**src/rtl/bisr_pkg.sv**
```systemverilog
// Shared types and defaults for the BISR remap register.
package bisr_pkg;

    typedef enum logic [1:0] {
        IDLE    = 2'd0,
        COLLECT = 2'd1,
        LOCKED  = 2'd2
    } state_t;

    localparam int unsigned AW_DEF      = 16;
    localparam int unsigned BLK_LSB_DEF = 4;
    localparam int unsigned NSPARE_DEF  = 4;

    function automatic int unsigned tag_w(input int unsigned aw, input int unsigned blk_lsb);
        return aw - blk_lsb;
    endfunction

endpackage

```
**src/rtl/bisr_cam.sv**
```systemverilog
// Remap entry storage with parallel compare for dedupe and lookup; lowest index wins.
// BISR_PARITY_EN adds an even-parity bit per entry and a parity check on the lookup match.
module bisr_cam #(
    parameter int unsigned TW     = 12,
    parameter int unsigned NSPARE = 4,
    localparam int unsigned IW    = $clog2(NSPARE)
) (
    input  logic          clk,
    input  logic          rst_n,
    input  logic          clr,
    input  logic          wr_en,
    input  logic [IW-1:0] wr_idx,
    input  logic [TW-1:0] wr_tag,
    input  logic [TW-1:0] fail_tag,
    input  logic [TW-1:0] lk_tag,
    output logic          fail_hit_c,
    output logic          lk_hit_c,
`ifdef BISR_PARITY_EN
    output logic          lk_par_err_c,
`endif
    output logic [IW-1:0] lk_idx_c
);

    logic [NSPARE-1:0][TW-1:0] tags;
    logic [NSPARE-1:0]         vld;
`ifdef BISR_PARITY_EN
    logic [NSPARE-1:0]         par;
`endif

    always_ff @(posedge clk or negedge rst_n) begin
        if (!rst_n) begin
            tags <= '0;
            vld  <= '0;
`ifdef BISR_PARITY_EN
            par  <= '0;
`endif
        end else if (clr) begin
            vld <= '0;
        end else if (wr_en) begin
            tags[wr_idx] <= wr_tag;
            vld[wr_idx]  <= 1'b1;
`ifdef BISR_PARITY_EN
            par[wr_idx]  <= ^wr_tag;
`endif
        end
    end

    // Descending scan so the lowest matching index is the last one assigned.
    always_comb begin
        fail_hit_c = 1'b0;
        lk_hit_c   = 1'b0;
        lk_idx_c   = '0;
`ifdef BISR_PARITY_EN
        lk_par_err_c = 1'b0;
`endif
        for (int i = int'(NSPARE) - 1; i >= 0; i--) begin
            if (vld[i] && (tags[i] == fail_tag)) begin
                fail_hit_c = 1'b1;
            end
            if (vld[i] && (tags[i] == lk_tag)) begin
                lk_hit_c = 1'b1;
                lk_idx_c = IW'(i);
`ifdef BISR_PARITY_EN
                lk_par_err_c = (^tags[i]) != par[i];
`endif
            end
        end
    end

endmodule

```
**src/rtl/bisr_remap_reg.sv**
```systemverilog
// BISR remap register: captures BIST fail blocks into spare entries and redirects accesses.
// Optional BISR_PARITY_EN: per-entry parity with sticky ENTRY_ERR output.
module bisr_remap_reg
    import bisr_pkg::*;
#(
    parameter int unsigned AW      = AW_DEF,
    parameter int unsigned BLK_LSB = BLK_LSB_DEF,
    parameter int unsigned NSPARE  = NSPARE_DEF,
    localparam int unsigned IW     = $clog2(NSPARE),
    localparam int unsigned CW     = IW + 1
) (
    input  logic          CLK,
    input  logic          RSTN,
    input  logic          BIST_EN,
    input  logic          FAIL_VALID,
    input  logic [AW-1:0] FAIL_ADDR,
    input  logic          ACC_VALID,
    input  logic [AW-1:0] ADDR_IN,
    output logic [AW-1:0] ADDR_OUT,
    output logic          REMAP_HIT,
    output logic [IW-1:0] SPARE_SEL,
    output logic [CW-1:0] ENTRY_CNT,
    output logic          REPAIR_FAIL,
`ifdef BISR_PARITY_EN
    output logic          ENTRY_ERR,
`endif
    output logic          BUSY
);

    localparam int unsigned TW = tag_w(AW, BLK_LSB);

    state_t        state;
    logic          bist_en_d;
    logic [TW-1:0] fail_tag;
    logic [TW-1:0] lk_tag;
    logic [TW-1:0] last_tag;
    logic          last_vld;
    logic          start;
    logic          dup;
    logic          cap_new;
    logic          wr_en;
    logic [IW-1:0] wr_idx;
    logic          fail_hit;
    logic          lk_hit;
    logic [IW-1:0] lk_idx;
    logic          lk_par_err;
    logic          unused_fail_lsb;

    assign fail_tag        = FAIL_ADDR[AW-1:BLK_LSB];
    assign lk_tag          = ADDR_IN[AW-1:BLK_LSB];
    assign unused_fail_lsb = ^FAIL_ADDR[BLK_LSB-1:0];

    bisr_cam #(.TW(TW), .NSPARE(NSPARE)) u_cam (
        .clk        (CLK),
        .rst_n      (RSTN),
        .clr        (start),
        .wr_en      (wr_en),
        .wr_idx     (wr_idx),
        .wr_tag     (fail_tag),
        .fail_tag   (fail_tag),
        .lk_tag     (lk_tag),
        .fail_hit_c (fail_hit),
        .lk_hit_c   (lk_hit),
`ifdef BISR_PARITY_EN
        .lk_par_err_c (lk_par_err),
`endif
        .lk_idx_c   (lk_idx)
    );

`ifndef BISR_PARITY_EN
    assign lk_par_err = 1'b0;
`endif

    // Session start, dedupe (CAM plus last-written bypass) and allocation decode.
    always_comb begin
        start   = (state != COLLECT) && BIST_EN && !bist_en_d;
        dup     = fail_hit || (last_vld && (last_tag == fail_tag));
        cap_new = FAIL_VALID && (state == COLLECT) && !dup;
        wr_en   = cap_new && (ENTRY_CNT < CW'(NSPARE));
        wr_idx  = ENTRY_CNT[IW-1:0];
    end

    // bist_en_d resets high so a BIST_EN held across reset release is not an edge.
    always_ff @(posedge CLK or negedge RSTN) begin
        if (!RSTN) begin
            state       <= IDLE;
            bist_en_d   <= 1'b1;
            BUSY        <= 1'b0;
            ENTRY_CNT   <= '0;
            REPAIR_FAIL <= 1'b0;
            last_vld    <= 1'b0;
            last_tag    <= '0;
            REMAP_HIT   <= 1'b0;
            SPARE_SEL   <= '0;
            ADDR_OUT    <= '0;
`ifdef BISR_PARITY_EN
            ENTRY_ERR   <= 1'b0;
`endif
        end else begin
            bist_en_d <= BIST_EN;
            case (state)
                IDLE, LOCKED: begin
                    if (start) begin
                        state <= COLLECT;
                        BUSY  <= 1'b1;
                    end
                end
                COLLECT: begin
                    if (!BIST_EN) begin
                        state <= LOCKED;
                        BUSY  <= 1'b0;
                    end
                end
                default: begin
                    state <= IDLE;
                    BUSY  <= 1'b0;
                end
            endcase

            if (start) begin
                ENTRY_CNT   <= '0;
                REPAIR_FAIL <= 1'b0;
                last_vld    <= 1'b0;
            end else if (wr_en) begin
                ENTRY_CNT <= ENTRY_CNT + CW'(1);
                last_vld  <= 1'b1;
                last_tag  <= fail_tag;
            end else if (cap_new) begin
                REPAIR_FAIL <= 1'b1;
            end

            if (ACC_VALID) begin
                ADDR_OUT  <= ADDR_IN;
                REMAP_HIT <= lk_hit && !lk_par_err;
                SPARE_SEL <= lk_idx;
            end else begin
                REMAP_HIT <= 1'b0;
            end

`ifdef BISR_PARITY_EN
            if (start) begin
                ENTRY_ERR <= 1'b0;
            end else if (ACC_VALID && lk_hit && lk_par_err) begin
                ENTRY_ERR <= 1'b1;
            end
`endif
        end
    end

endmodule

```
**config.mk**
```make
export PLATFORM = sky130hd
export DESIGN_NAME = bisr_remap_reg
export DESIGN_NICKNAME = d
export VERILOG_FILES = /design/src/rtl/bisr_pkg.sv /design/src/rtl/bisr_cam.sv /design/src/rtl/bisr_remap_reg.sv
export SDC_FILE = /design/constraint.sdc
export NUM_CORES = 1
export LEC_CHECK = 0
export CAP_MARGIN = 20
export CORE_MARGIN = 4
export CORE_UTILIZATION = 52
export CTS_BUF_LIST = sky130_fd_sc_hd__clkbuf_4
export CTS_CLUSTER_SIZE = 10
export DETAILED_ROUTE_END_ITERATION = 16
export HOLD_SLACK_MARGIN = 0.02
export PLACE_DENSITY = 0.88
export SLEW_MARGIN = 20
export SYNTH_ARGS = -nofsm -noshare
export SYNTH_HDL_FRONTEND = slang
export SYNTH_SLANG_ARGS = --single-unit
export TNS_END_PERCENT = 100
```
**constraint.sdc**
```tcl
create_clock -name CLK -period 1.88 [get_ports CLK]
set_input_delay 0.564 -clock CLK [delete_from_list [all_inputs] [get_ports CLK]]
set_output_delay 0.564 -clock CLK [all_outputs]
set_load 0.02 [all_outputs]
```
==> summary.txt <==
Implementation status.

- Entering global routing, the biggest net connects 59 pins.
- Before any placement, the netlist area is recorded as 4880 µm².
- On the final layout, the worst clock skew is 27.5 ps.
- The highest supply drop recorded on VDD is 703 µV.
- The arrival time of data at the worst endpoint is listed as 2860 ps.
- The worst slack at placement is -1170 ps.
- The post-layout minimum cycle time is 2510 ps.
- The most numerous cell type found on the critical path is nor4_4.
- STA classifies the critical path endpoint as a register.
- The total routing resource utilization after global routing is 31.1%.
- The vertical die dimension is 105 µm.
- Hold timing on the final database bottoms out at a slack of 48.9 ps.
- The worst-case max-slew headroom was logged as 69.3%.
- The number of detailed-route iterations in the first pass is 6.
- For this run, the detailed router reports a per-instance via density of 6.29.
- The number of buffers and inverters on the critical path is 3.
- After synthesis, the chip area reported by Yosys is 4880 µm².
- Clock latency on the worst-skew pair, taken at its later pin, is 460 ps.
- The total power per unit cell area is 1210 nW/µm².
- Endpoints with negative setup slack in the final report add up to 71.
- The die area is 11000 µm².
- The cell sequence reported for the critical path is xnor2_2, nand4_1, nor4_4, nor4_4, buf_4, buf_6, nand3b_4, clkbuf_16, mux2_4.
- For reference, the clock transition at the flip-flops on the worst setup and hold paths is 160 ps.
- The part of the Yosys area used for sequential elements is 47.2%.
- The remaining design rule violation count is 0.
- STA classifies the critical path startpoint as a register.
- The count of antenna-violating nets left after detailed routing is 0.
- The share of flip-flops with an asynchronous set or reset is 100%.
- The repair_antennas step left the layout with diodes totalling 0.
- The routed design shows a wire length per standard cell of 28.8 µm.
- The chip width is 105 µm.
- Looking at the setup timing report, the critical path kind is register to register.
- Setup repair after global routing could not meet its margin everywhere.
- The number of global-route vias before repair is 4506.
- 61 I/O pins were placed.
- The cell area after placement is 6440 µm².
- In this run the number of H-tree levels came out at 3.
- Recorded from the global router log, the overflow total was 0.
- The OpenROAD warning count is 36.
- The count of port buffers added during placement is 56.
- The final net count is 626.
- The main area contributors are dfrtp_1, mux2_2, xnor2_1.
- The routability congestion estimate is 0.929.
- The leakage component of the power was reported as 3.73 nW.
- The checks that failed: negative setup slack.
- The maximum clock frequency is 0.398 GHz.
- Of the available clock period, the critical path in the final layout requires 134%.
- The peak per-stage delay on the critical path is 500 ps.
- Max-cap violations in this run came to 0.
- The required arrival time at the worst endpoint is 2230 ps.
- The final timing report gives a worst setup slack of -630 ps.
- At floorplan, the net count of the design was reported as 446.
- The cell type of the slowest stage on the worst timing path is dfrtp_1.
- In the final report, the number of hold violations comes to 0.
- The run finished, with violations left.
- The wire length of the first global-routing pass is 26.0 mm.
- Per the Yosys statistics, synthesis produced 405 cells.
- The worst-margin pin slew is 461 ps.
- The type of the most critical hold path is input pin to asynchronous set/reset pin.
- The post-synth tally of flip-flops with integrated enable is 0.
- The overall power of the completed layout is 0.00925 W.
- The detailed placement HPWL is 9.70 mm.
- The kind of cell with the highest combined delay along the critical path is simple AND/OR/NAND/NOR gates.
[Yosys cell counts (all sizes together) (2+ instances only)]
library cell	instances
nand3	10
buf	19
nor2	6
o22ai	2
xnor2	93
xor2	15
ha	4
nand4b	4
nor3	2
nor2b	3
nand2b	2
clkbuf	12
dfrtp	91
mux2	77
nand2	24
nand4	15
nor4	11
inv	4
o21ai	2
[metal layers]
metal	vias up	wire [µm]	global-route usage [%]	part of all wire, %
met4	0	1650	18.5	8.2
li1	1730	-	-	-
met3	143	1880	7.84	9.3
met5	-	0	0	0
met1	2173	7270	36.3	36
met2	355	9360	51.6	46
[worst register-to-register path: cells and delay by family (launching register included)]
| kind | cells | cell delay [ps] |
|---|---|---|
| buffers and inverters | 3 | 470 |
| multiplexers | 1 | 310 |
| AND/OR/NAND/NOR | 4 | 910 |
| XOR/XNOR | 1 | 210 |
| flip-flops | 1 | 500 |
[cell families (layout without fill, tap and decap cells)]
| logic type | Yosys count | in the layout | share of synthesized area (%) |
|---|---|---|---|
| xor gates and xnor gates | 108 | 108 | 19.4 |
| and+or+nand+nor | 78 | 78 | 8.76 |
| DFF | 92 | 92 | 47.2 |
| adders and majority gates | 4 | 4 | 1.02 |
| buffers and inverters | 35 | 219 | 4.38 |
| muxes | 78 | 78 | 18.0 |
| AOI/OAI and AO/OA | 10 | 10 | 1.33 |
[sequential cells by signal (all words and copies together), names as in the netlist]
register / count
state: 2
SPARE_SEL: 2
u_cam.tags: 48
ADDR_OUT: 16
ENTRY_CNT: 3
last_tag: 12
REPAIR_FAIL: 1
bist_en_d: 1
u_cam.vld: 4
BUSY: 1
last_vld: 1
REMAP_HIT: 1
[report_power, final]
part           internal [W]  switching [W]  total [W]  leakage, nW
Clock              0.000658       0.000726    0.00138       0.0932
Sequential          0.00259       0.000734    0.00332         1.15
Combinational       0.00257        0.00197    0.00455         2.49
[path summary, 6_finish.rpt]
kind                           startpoint             end  slack (ps)  cells past startpoint
max                        u_cam.tags[43]     last_tag[0]        -630                      9
min                                  RSTN  u_cam.tags[18]          50                      2
max reg2reg                u_cam.tags[43]     last_tag[0]        -630                      9
min reg2reg                  SPARE_SEL[0]    SPARE_SEL[0]         510                      2
max in group asynchronous            RSTN       bist_en_d        1440                      2
min in group CLK             FAIL_ADDR[7]  u_cam.tags[15]         490                      3
[final cells by class]
class / instances / area, µm²
Inverter: 4 / 15.0
Tap cell: 111 / 139
Clock buffer: 9 / 67.6
Sequential cell: 92 / 2310
Multi-Input combinational cell: 278 / 3090
Fill cell: 422 / 1540
Clock inverter: 6 / 104
Timing Repair Buffer: 200 / 1940
[cell usage in the layout (no fill, tap or decap), types with 9 or more instances in the layout]
cell           instances
buf_4                102
dfrtp_1               88
xnor2_1               60
mux2_4                60
dlygate4sd2_1         33
xnor2_2               28
buf_6                 22
nand2_1               21
mux2_2                17
nand4_1               15
buf_12                14
xor2_1                12
clkbuf_4               9
[repair_timing]
action                                  4_1_cts  5_1_grt
setup buffers                                19       15
gates cloned                                  2        4
pin swaps                                    21       28
gates resized                               110       94
hold buffers                                  0        0
endpoints found under the setup margin       96       74
m1.png
(4 px per µm) Supply wires on this layer in gray.
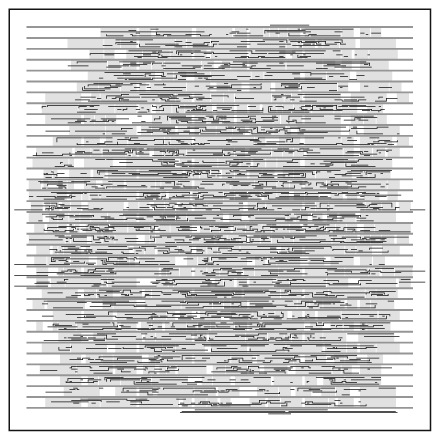
The wires run mostly horizontal. 572 nets have wire on it. The longest straight run is 54.3 µm. The layer carries 7270 µm of wire. The layer holds 36% of the routed length.
Post-Route WL: 20.2 mm
routed via count: 4401
met1 GRT Util: 36.3%

util_map.png
(4 px per µm) The die is cut into 10 by 10 equal tiles; dark blue is low, red is high, 0 to 100% covered.
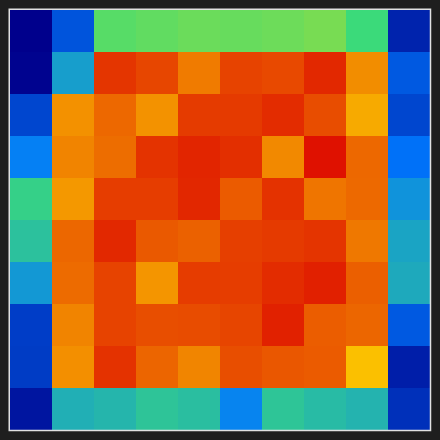
The emptiest ninth of the die: north-west. 63% of the tiles are over 75% full. The densest ninth of the die: center.
post-layout utilization of the core: 83.3%
core utilization before placement: 53.1%
core footprint: 9200 µm²

class_map.png
(4 px per µm)
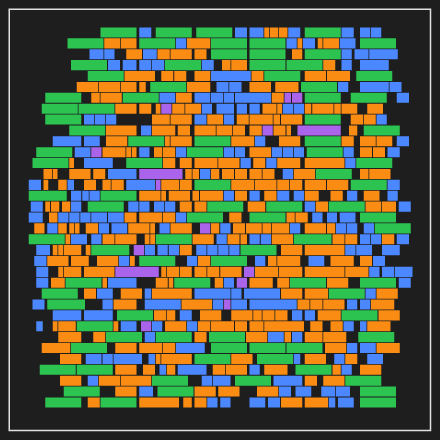
clock drivers and dummy loads: marked purple, cells 15. remaining logic cells: marked orange, cells 282. remaining buffers and delay cells: marked blue, cells 200. registers: marked green, cells 92.
post-route design area: 7660 µm²
sequential share of cell area: 30.1%
num rows: 35

placed.png
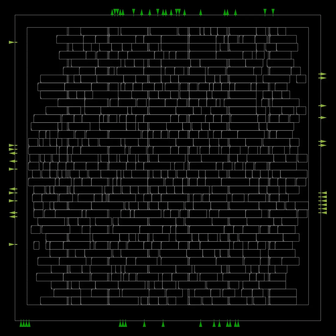
sequential cell count: 92
# Taps: 111
number of filler instances in the final layout: 422

Power figures rest on the tool's default switching activity, not on a simulated workload.
